===== src/rtl/uart_pkg.sv =====
// uart_pkg: shared UART types and baud helper
package uart_pkg;

    typedef enum logic [2:0] {WAIT_IDLE, IDLE, START, DATA, STOP} rx_state_t;

    function automatic int clks_per_bit(input int clk_freq_hz, input int baudrate);
        return (clk_freq_hz + baudrate / 2) / baudrate;
    endfunction

endpackage


===== src/rtl/uart_rx_fifo.sv =====
// uart_rx_fifo: synchronous FIFO with a registered head output that reads 0 while empty
module uart_rx_fifo #(
    parameter int WIDTH = 8,
    parameter int DEPTH = 4
) (
    input  logic             clk,
    input  logic             rst,
    input  logic             push,
    input  logic             pop,
    input  logic [WIDTH-1:0] data,
    output logic             full,
    output logic             empty,
    output logic [WIDTH-1:0] head
);

    localparam int AW = $clog2(DEPTH);

    logic [WIDTH-1:0] mem [DEPTH];
    logic [AW-1:0]    rd_ptr, wr_ptr, rd_next;
    logic [AW:0]      count, count_next;
    logic             do_pop, do_push;

    assign full  = count == (AW + 1)'(DEPTH);
    assign empty = count == '0;

    // pop is served before push, so a full FIFO can accept a byte in the same cycle it is drained
    always_comb begin
        do_pop     = pop && !empty;
        do_push    = push && (!full || do_pop);
        rd_next    = rd_ptr + AW'(do_pop);
        count_next = count + (AW + 1)'(do_push) - (AW + 1)'(do_pop);
    end

    // storage array, written without reset
    always_ff @(posedge clk) begin
        if (do_push) mem[wr_ptr] <= data;
    end

    // pointers, occupancy and the look-ahead head register (bypasses the byte being written into the head slot)
    always_ff @(posedge clk) begin
        if (rst) begin
            rd_ptr <= '0;
            wr_ptr <= '0;
            count  <= '0;
            head   <= '0;
        end else begin
            wr_ptr <= do_push ? wr_ptr + AW'(1) : wr_ptr;
            rd_ptr <= rd_next;
            count  <= count_next;
            head   <= count_next == '0 ? '0 : (do_push && rd_next == wr_ptr) ? data : mem[rd_next];
        end
    end

endmodule


===== src/rtl/uart_rx.sv =====
// uart_rx: 8N1 LSB-first serial receiver with majority-vote sampling, receive FIFO and sticky errors
module uart_rx
    import uart_pkg::*;
#(
    parameter int CLK_FREQ_HZ = 25_000_000,
    parameter int BAUDRATE    = 115_200,
    parameter int FIFO_DEPTH  = 4
) (
    input  logic       clk_i,
    input  logic       rst_i,
    input  logic       uart_rx_i,
    input  logic       rx_rd_strobe_i,
    input  logic       err_clear_i,
    output logic       rx_valid_o,
    output logic [7:0] rx_data_o,
    output logic       framing_err_o,
    output logic       overrun_o
);

    localparam int CLKS_PER_BIT = clks_per_bit(CLK_FREQ_HZ, BAUDRATE);
    localparam int CW           = $clog2(CLKS_PER_BIT);
    localparam int HALF         = CLKS_PER_BIT / 2;
    localparam logic [CW-1:0] S0   = CW'(HALF - 1);
    localparam logic [CW-1:0] S1   = CW'(HALF);
    localparam logic [CW-1:0] S2   = CW'(HALF + 1);
    localparam logic [CW-1:0] LAST = CW'(CLKS_PER_BIT - 1);

    if (CLKS_PER_BIT < 8) begin : g_bad_baud
        $error("uart_rx: CLKS_PER_BIT must be at least 8");
    end
    if (FIFO_DEPTH < 2 || (FIFO_DEPTH & (FIFO_DEPTH - 1)) != 0) begin : g_bad_depth
        $error("uart_rx: FIFO_DEPTH must be a power of 2 and at least 2");
    end

    rx_state_t     state;
    logic          rx_meta, rx_sync;
    logic [CW-1:0] cnt;
    logic [2:0]    bit_idx;
    logic [7:0]    shift;
    logic          v0, v1, vote, at_vote;
    logic          push, full, empty;

    assign at_vote = cnt == S2;
    assign vote    = (v0 & v1) | (v0 & rx_sync) | (v1 & rx_sync);

    // two-flop synchronizer, reset to the idle level
    always_ff @(posedge clk_i) begin
        if (rst_i) begin
            rx_meta <= 1'b1;
            rx_sync <= 1'b1;
        end else begin
            rx_meta <= uart_rx_i;
            rx_sync <= rx_meta;
        end
    end

    // receive FSM: bit timing, three-sample vote, deserialisation and the push pulse
    always_ff @(posedge clk_i) begin
        if (rst_i) begin
            state   <= WAIT_IDLE;
            cnt     <= '0;
            bit_idx <= '0;
            shift   <= '0;
            v0      <= 1'b1;
            v1      <= 1'b1;
            push    <= 1'b0;
        end else begin
            push <= 1'b0;
            cnt  <= cnt == LAST ? '0 : cnt + CW'(1);
            if (cnt == S0) v0 <= rx_sync;
            if (cnt == S1) v1 <= rx_sync;
            case (state)
                WAIT_IDLE: if (rx_sync) state <= IDLE;
                IDLE: begin
                    cnt <= '0;
                    if (!rx_sync) state <= START;
                end
                START: if (at_vote) begin
                    state   <= vote ? IDLE : DATA;
                    bit_idx <= '0;
                end
                DATA: if (at_vote) begin
                    shift   <= {vote, shift[7:1]};
                    bit_idx <= bit_idx + 3'd1;
                    if (bit_idx == 3'd7) state <= STOP;
                end
                STOP: if (at_vote) begin
                    push  <= vote;
                    state <= vote ? IDLE : WAIT_IDLE;
                end
                default: state <= WAIT_IDLE;
            endcase
        end
    end

    // sticky error flags; a new error outranks a simultaneous clear
    always_ff @(posedge clk_i) begin
        if (rst_i) begin
            framing_err_o <= 1'b0;
            overrun_o     <= 1'b0;
        end else begin
            framing_err_o <= (state == STOP && at_vote && !vote) | (framing_err_o & !err_clear_i);
            overrun_o     <= (push & full & !rx_rd_strobe_i) | (overrun_o & !err_clear_i);
        end
    end

    uart_rx_fifo #(.WIDTH(8), .DEPTH(FIFO_DEPTH)) u_fifo (
        .clk  (clk_i),
        .rst  (rst_i),
        .push (push),
        .pop  (rx_rd_strobe_i),
        .data (shift),
        .full (full),
        .empty(empty),
        .head (rx_data_o)
    );

    assign rx_valid_o = !empty;

endmodule

===== config.mk =====
export PLATFORM = sky130hd
export DESIGN_NAME = uart_rx
export DESIGN_NICKNAME = d
export VERILOG_FILES = /design/src/rtl/uart_pkg.sv /design/src/rtl/uart_rx_fifo.sv /design/src/rtl/uart_rx.sv
export SDC_FILE = /design/constraint.sdc
export NUM_CORES = 1
export LEC_CHECK = 0
export ABC_CLOCK_PERIOD_IN_PS = 3200
export CAP_MARGIN = 20
export CELL_PAD_IN_SITES_DETAIL_PLACEMENT = 1
export CELL_PAD_IN_SITES_GLOBAL_PLACEMENT = 2
export CORE_AREA = 2 2 109 80
export DETAILED_ROUTE_END_ITERATION = 16
export DIE_AREA = 0 0 111 82
export PLACE_DENSITY_LB_ADDON = 0.1
export RECOVER_POWER = 50
export SETUP_SLACK_MARGIN = 0.05
export SLEW_MARGIN = 20
export SYNTH_ARGS = -nofsm -noshare
export SYNTH_HDL_FRONTEND = slang
export SYNTH_SLANG_ARGS = --single-unit

===== constraint.sdc =====
create_clock -name clk_i -period 3.2 [get_ports clk_i]
set_input_delay 0.64 -clock clk_i [delete_from_list [all_inputs] [get_ports clk_i]]
set_output_delay 0.64 -clock clk_i [all_outputs]
set_load 0.05 [all_outputs]

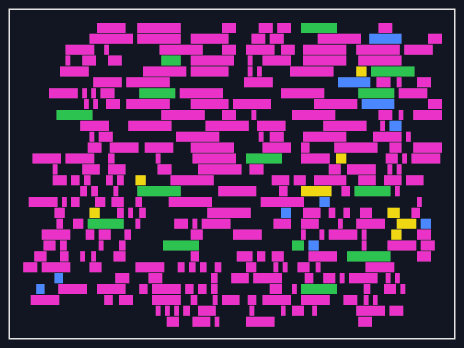
Fig. 1. Cell sizes after repair (run 1).
(4 px per um)
- _6 and larger: green (cells 14; share 5.0%; most used clkbuf_16)
- _0 and _1 cells: magenta (cells 249; share 89%; most used dfxtp_1)
- _3 and _4 cells: yellow (cells 8; share 2.8%; most used buf_4)
- _2 cells: blue (cells 10; share 3.6%)
Finished Cell Area: 0.00383 mm^2
Non-Clock Buffer Count: 20
layout-stage area growth over the synthesis result: 18.8%
final setup margin: 0.402 ns

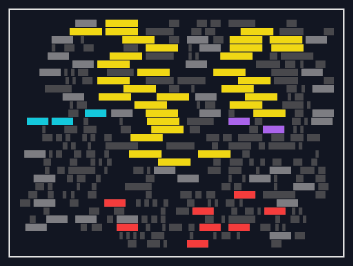
Fig. 2. Sequential cells grouped by signal name (run 1).
(3 px per um)
- `u_fifo.mem`: yellow (flops 32)
- `cnt`: red (flops 8)
- `bit_idx`: cyan (flops 3)
- `u_fifo.rd_ptr`: purple (flops 2)
- not colored: 31

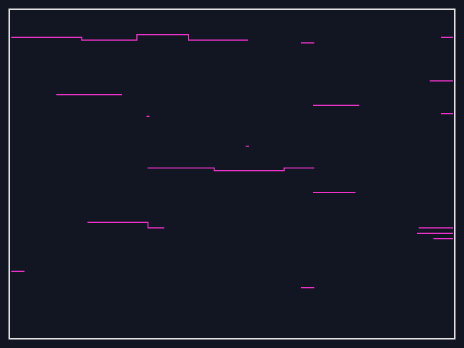
Fig. 3. The metal 3 layer (run 1).
(4 px per um)
- share of all routed wire: 3.2%
- nets with wire on the layer: 9
met3 usage in global routing: 0.0546
total via count after detailed routing: 1919
Total Wirelength: 6510 um

[run 1: Yosys cell counts, types with 5 or more instances]
master	count	area, um^2
a21oi_1	9	45.0
dfxtp_1	44	881
edfxtp_1	32	961
ha_1	12	150
inv_1	11	41.3
mux2i_1	19	190
mux4_1	5	131
nand3_1	8	40.0
nor2_1	38	143
nor2b_1	5	31.3
xnor2_1	6	52.6
xor2_1	7	61.3
[run 1: through the flow]
stage	hold WS, ns	util	power (mW)	area, um^2
after floorplan	0.389	-	1.77	3220
after global placement	0.393	0.431	1.97	3490
after detailed placement	0.403	0.431	1.99	3490
after CTS	0.417	0.474	3.18	3840
after global routing	0.440	0.473	3.29	3830
final	0.413	0.473	3.13	3830
[run 1: routing by layer]
| layer | wire (um) | part of all wire | global-route usage | vias up |
|---|---|---|---|---|
| met1 | 3510 | 0.54 | 0.217 | 942 |
| met4 | 114 | 0.018 | 0.0675 | 0 |
| li1 | - | - | - | 949 |
| met5 | 0 | 0 | 0 | - |
| met2 | 2680 | 0.41 | 0.222 | 18 |
| met3 | 204 | 0.031 | 0.0546 | 10 |
[run 1: logic make-up (layout without fill, tap and decap cells)]
logic type / count (synthesis) / after routing / synth area share
and+or+nand+nor: 84 / 84 / 0.143
DFF: 76 / 76 / 0.572
muxes: 27 / 27 / 0.121
buffers and inverters: 21 / 47 / 0.0283
AOI/OAI and AO/OA: 19 / 19 / 0.0381
adders and majority gates: 14 / 14 / 0.0559
xor gates and xnor gates: 14 / 14 / 0.0423
[run 1: final cells by class]
type | instances | area [um^2] | area share
clock inverter | 6 | 110 | 0.0288
sequential | 76 | 1840 | 0.481
timing repair buffer | 20 | 184 | 0.0480
multi-input combinational | 158 | 1280 | 0.335
inverter | 11 | 41.3 | 0.0108
clock buffer | 10 | 239 | 0.0624
tap | 105 | 131 | 0.0343
[run 1: critical path, cell delays in order (launching register included)]
cell and delay [ns]:
dfxtp_1 0.36, or3_2 0.50, and2_1 0.20, ha_1 0.27, inv_1 0.05, ha_1 0.13, inv_1 0.05, fa_1 0.37
xor2_1 0.16, xnor2_1 0.14, a31o_2 0.33, nor2_1 0.15
[run 1: power by group through the flow]
stage	clock network (mW)	logic, mW	registers [mW]
after floorplan	0	0.537	1.23
after detailed placement	0	0.842	1.15
final	1.17	0.834	1.12
after CTS	1.21	0.849	1.13
after global placement	0	0.827	1.15
after global routing	1.25	0.909	1.13
[run 1: registers in the layout, indices dropped and copies added (netlist names)]
register and flops:
u_fifo.mem 32, cnt 8, shift 8, u_fifo.head 8
bit_idx 3, state 3, u_fifo.count 3, u_fifo.rd_ptr 2
u_fifo.wr_ptr 2, framing_err_o 1, overrun_o 1, push 1
rx_meta 1, rx_sync 1, v0 1, v1 1
[run 1: final timing paths]
path	from	endpoint	slack, ns	cells past startpoint
setup / recovery	u_fifo.count[1]	u_fifo.head[0]	0.40	11
hold / removal	rx_meta	rx_sync	0.41	1
setup reg to reg	u_fifo.count[1]	u_fifo.head[0]	0.40	11
hold reg to reg	rx_meta	rx_sync	0.41	1
==> flow_metrics.env, run 1 <==
# implementation run metrics
export IMPL_number_of_synthesis_warnings=0
export IMPL_postCtsHoldBufs=0
export IMPL_clk_path_buf_depth=2
export IMPL_crit_type="reg2reg"
export IMPL_viasPerCell=4.97
export IMPL_worstHoldPathType="reg2reg"
export IMPL_crit_path_end_kind="flop"
export IMPL_power_switching_fraction=0.287
export IMPL_fillers=854
export IMPL_tns_ns=0
export IMPL_worstSetupStartpointType="flop"
export IMPL_period_used=0.874
export IMPL_syn_nets=273
export IMPL_comb_power_share=0.266
export IMPL_ys_dominant_reg_cell="dfxtp_1"
export IMPL_leakage_nw=1.45
export IMPL_async_flop_share=0
export IMPL_cts_inserted_buffers=9
export IMPL_placementRows=28
export IMPL_grt_pass1_vias=1978
export IMPL_place_detailed_hpwl_um=4450
export IMPL_count_of_cells_resized_by_post_cts_repair=0
export IMPL_setup_viol=0
export IMPL_routedWlPerCell_um=16.9
export IMPL_core_area_mm2=0.00809
export IMPL_enable_flop_cells=32
export IMPL_post_synthesis_cell_area_mm2=0.00322
export IMPL_max_slew_worst_pin_slew_ns=1.34
export IMPL_postRouteAntennaNets=0
export IMPL_synth_seq_cells=76
export IMPL_postSynthAreaPerCell_um2=12.6
export IMPL_worst_path_arrival_ns=3.06
export IMPL_cts_post_setup_buffers_inserted=0
export IMPL_grt_overflow_total=0
export IMPL_ys_seq_frac=0.572
export IMPL_portBuffers=15
export IMPL_clock_tree_from_tritoncts="done"
export IMPL_fin_worst_skew_ns=0.00395
export IMPL_starting_density=0.398
export IMPL_power_frac_seq=0.359
export IMPL_rsz0062_at_grt="false"
export IMPL_timing_final_crit_period_ns=2.80
export IMPL_grt_pass1_wl_um=10400
export IMPL_clkSlewWorstSetupHoldPaths_ns=0.06
export IMPL_insertedDiodeCount=0
export IMPL_finalHoldViolCount=0
export IMPL_die_h_um=82
export IMPL_place_worst_setup_slack_ns=0.196
export IMPL_place_congestion=0.723
export IMPL_grtUsageTotal=0.156
export IMPL_yosys_cells=255
export IMPL_peakVddDrop_uv=539
export IMPL_drtIter0Drc=55
export IMPL_crit_path_max_fanout=8
export IMPL_internal_power_mw=2.23
export IMPL_clkPwrFrac=0.375
export IMPL_layout_top_cell_excl_fill_tap="dfxtp_1"
export IMPL_firstDrtPassIters=4
export IMPL_ios=16
export IMPL_cts_root_buf="clkbuf_16"
export IMPL_fp_dieArea_mm2=0.00910
export IMPL_clock_insertion_delay_worst_skew_ns=0.34
export IMPL_log_warning_count=31
export IMPL_remaining_drc_errors=0
export IMPL_result_of_the_run="completed"
export IMPL_yosys_stat_area_mm2=0.00322
export IMPL_grt_antenna_before_repair=0
export IMPL_grt_start_max_net_pins=30
export IMPL_fmaxAchievable_ghz=0.357
export IMPL_lay_top_cells="44 x dfxtp_1, 38 x nor2_1, 32 x edfxtp_1"
export IMPL_power_per_cell_area_mw_per_mm2=818
export IMPL_fraction_of_final_layout_cells_with_drive_strength_greater_than_1=0.114
export IMPL_cts_h_tree_depth=3
export IMPL_cts_num_sinks=76
export IMPL_max_cap_violations=0
export IMPL_fin_cells=386
export IMPL_net_switching_power_mw=0.898
export IMPL_synthCells=255
export IMPL_nNetsFinal=294
export IMPL_post_place_cells=370
export IMPL_worst_slew_margin_rel=0.106
export IMPL_ys_types=46
export IMPL_timing_final_max_slew_violations=0
export IMPL_required_worst_endpoint_ns=3.46
export IMPL_floorplan_die_width_um=111
==> run 2, diff against run 1 <==
--- a/config.mk
+++ b/config.mk
@@ -5,7 +5,6 @@
 export SDC_FILE = /design/constraint.sdc
 export NUM_CORES = 1
 export LEC_CHECK = 0
-export ABC_CLOCK_PERIOD_IN_PS = 3200
 export CAP_MARGIN = 20
 export CELL_PAD_IN_SITES_DETAIL_PLACEMENT = 1
 export CELL_PAD_IN_SITES_GLOBAL_PLACEMENT = 2
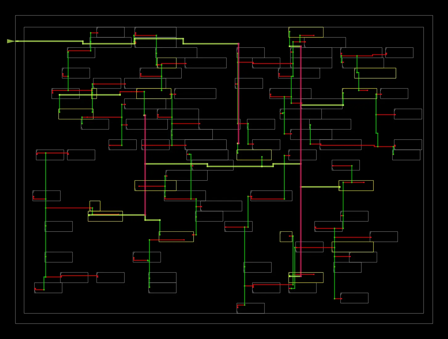
Fig. 4. Clock nets (run 2).
clock latency on the worst-skew pair: 0.34 ns
number of buffers created by CTS: 9
final sequential cell count: 76
Clk power: 1.17 mW

==> flow_metrics.env, run 2 <==
# implementation run metrics
export IMPL_log_warning_count=31
export IMPL_yosys_area_top_type_share=0.298
export IMPL_starting_density=0.398
export IMPL_peakVddDrop_uv=539
export IMPL_timing_final_max_slew_violations=0
export IMPL_grt_start_max_net_pins=30
export IMPL_largest_reg_flops=32
export IMPL_yosys_cells=255
export IMPL_portBuffers=15
export IMPL_synth_top_cell_by_count="dfxtp_1"
export IMPL_post_place_cells=370
export IMPL_crit_type="reg2reg"
export IMPL_cts_post_setup_buffers_inserted=0
export IMPL_clkSlewWorstSetupHoldPaths_ns=0.06
export IMPL_number_of_synthesis_warnings=0
export IMPL_syn_nets=273
export IMPL_fmaxAchievable_ghz=0.357
export IMPL_viasPerCell=4.97
export IMPL_layout_top_cell_excl_fill_tap="dfxtp_1"
export IMPL_postSynthAreaPerCell_um2=12.6
export IMPL_die_h_um=82
export IMPL_netlist_top_cells_area="edfxtp_1 30%, dfxtp_1 27%, mux2i_1 5.9%"
export IMPL_timing_final_crit_period_ns=2.80
export IMPL_crit_path_max_fanout=8
export IMPL_worstHoldPathType="reg2reg"
export IMPL_required_worst_endpoint_ns=3.46
export IMPL_grt_antenna_before_repair=0
export IMPL_power_per_cell_area_mw_per_mm2=818
export IMPL_result_of_the_run="completed"
export IMPL_ys_dominant_reg_cell="dfxtp_1"
export IMPL_grt_overflow_total=0
export IMPL_placementRows=28
export IMPL_drtIter0Drc=55
export IMPL_ios=16
export IMPL_synthCells=255
export IMPL_synth_seq_cells=76
export IMPL_place_detailed_hpwl_um=4450
[run 2: cell counts after synthesis]
Identical to the previous run, type by type.
[run 2: worst paths after layout]
kind,cells past startpoint,end,start,slack (ns)
worst min-delay path,1,rx_sync,rx_meta,0.41
worst max register to register,11,u_fifo.head[0],u_fifo.count[1],0.40
worst max-delay path,11,u_fifo.head[0],u_fifo.count[1],0.40
worst min register to register,1,rx_sync,rx_meta,0.41
[run 2: logic make-up (layout without fill, tap and decap cells)]
group / Yosys count / after routing / synth area share
simple gates: 84 / 84 / 0.143
flops: 76 / 76 / 0.572
mux: 27 / 27 / 0.121
buf+inv: 21 / 47 / 0.0283
compound gates: 19 / 19 / 0.0381
fa+ha+maj: 14 / 14 / 0.0559
xor+xnor: 14 / 14 / 0.0423
[run 2: per-layer routing]
metal / part of all wire / routed length (um) / global-route usage
met5: 0 / 0 / 0
met4: 0.018 / 114 / 0.0675
met3: 0.031 / 204 / 0.0546
met2: 0.41 / 2680 / 0.222
met1: 0.54 / 3510 / 0.217
[run 2: where the power goes]
part	switching, mW	internal, mW	leakage, nW
clock network	0.392	0.782	0.167
registers	0.0508	1.07	0.655
logic	0.456	0.378	0.626
total	0.898	2.23	1.45
[run 2: metrics by stage]
step,hold WS (ns),total power [mW],setup WS (ns),util
2_1_floorplan,0.389,1.77,0.419,-
3_3_place_gp,0.393,1.97,0.238,0.431
3_5_place_dp,0.403,1.99,0.196,0.431
4_1_cts,0.417,3.18,0.391,0.474
5_1_grt,0.440,3.29,0.212,0.473
6_report,0.413,3.13,0.402,0.473
[run 2: layout make-up]
type                            instances  share of cell area
Sequential cell                        76               0.481
Tap cell                              105              0.0343
Timing Repair Buffer                   20              0.0480
Inverter                               11              0.0108
Clock buffer                           10              0.0624
Clock inverter                          6              0.0288
Multi-Input combinational cell        158               0.335
[run 2: critical path, stage by stage, from the launching register on]
cell     delay (ns)
dfxtp_1        0.36
or3_2          0.50
and2_1         0.20
ha_1           0.27
inv_1          0.05
ha_1           0.13
inv_1          0.05
fa_1           0.37
xor2_1         0.16
xnor2_1        0.14
a31o_2         0.33
nor2_1         0.15
Power is estimated from default activity; no workload was simulated.
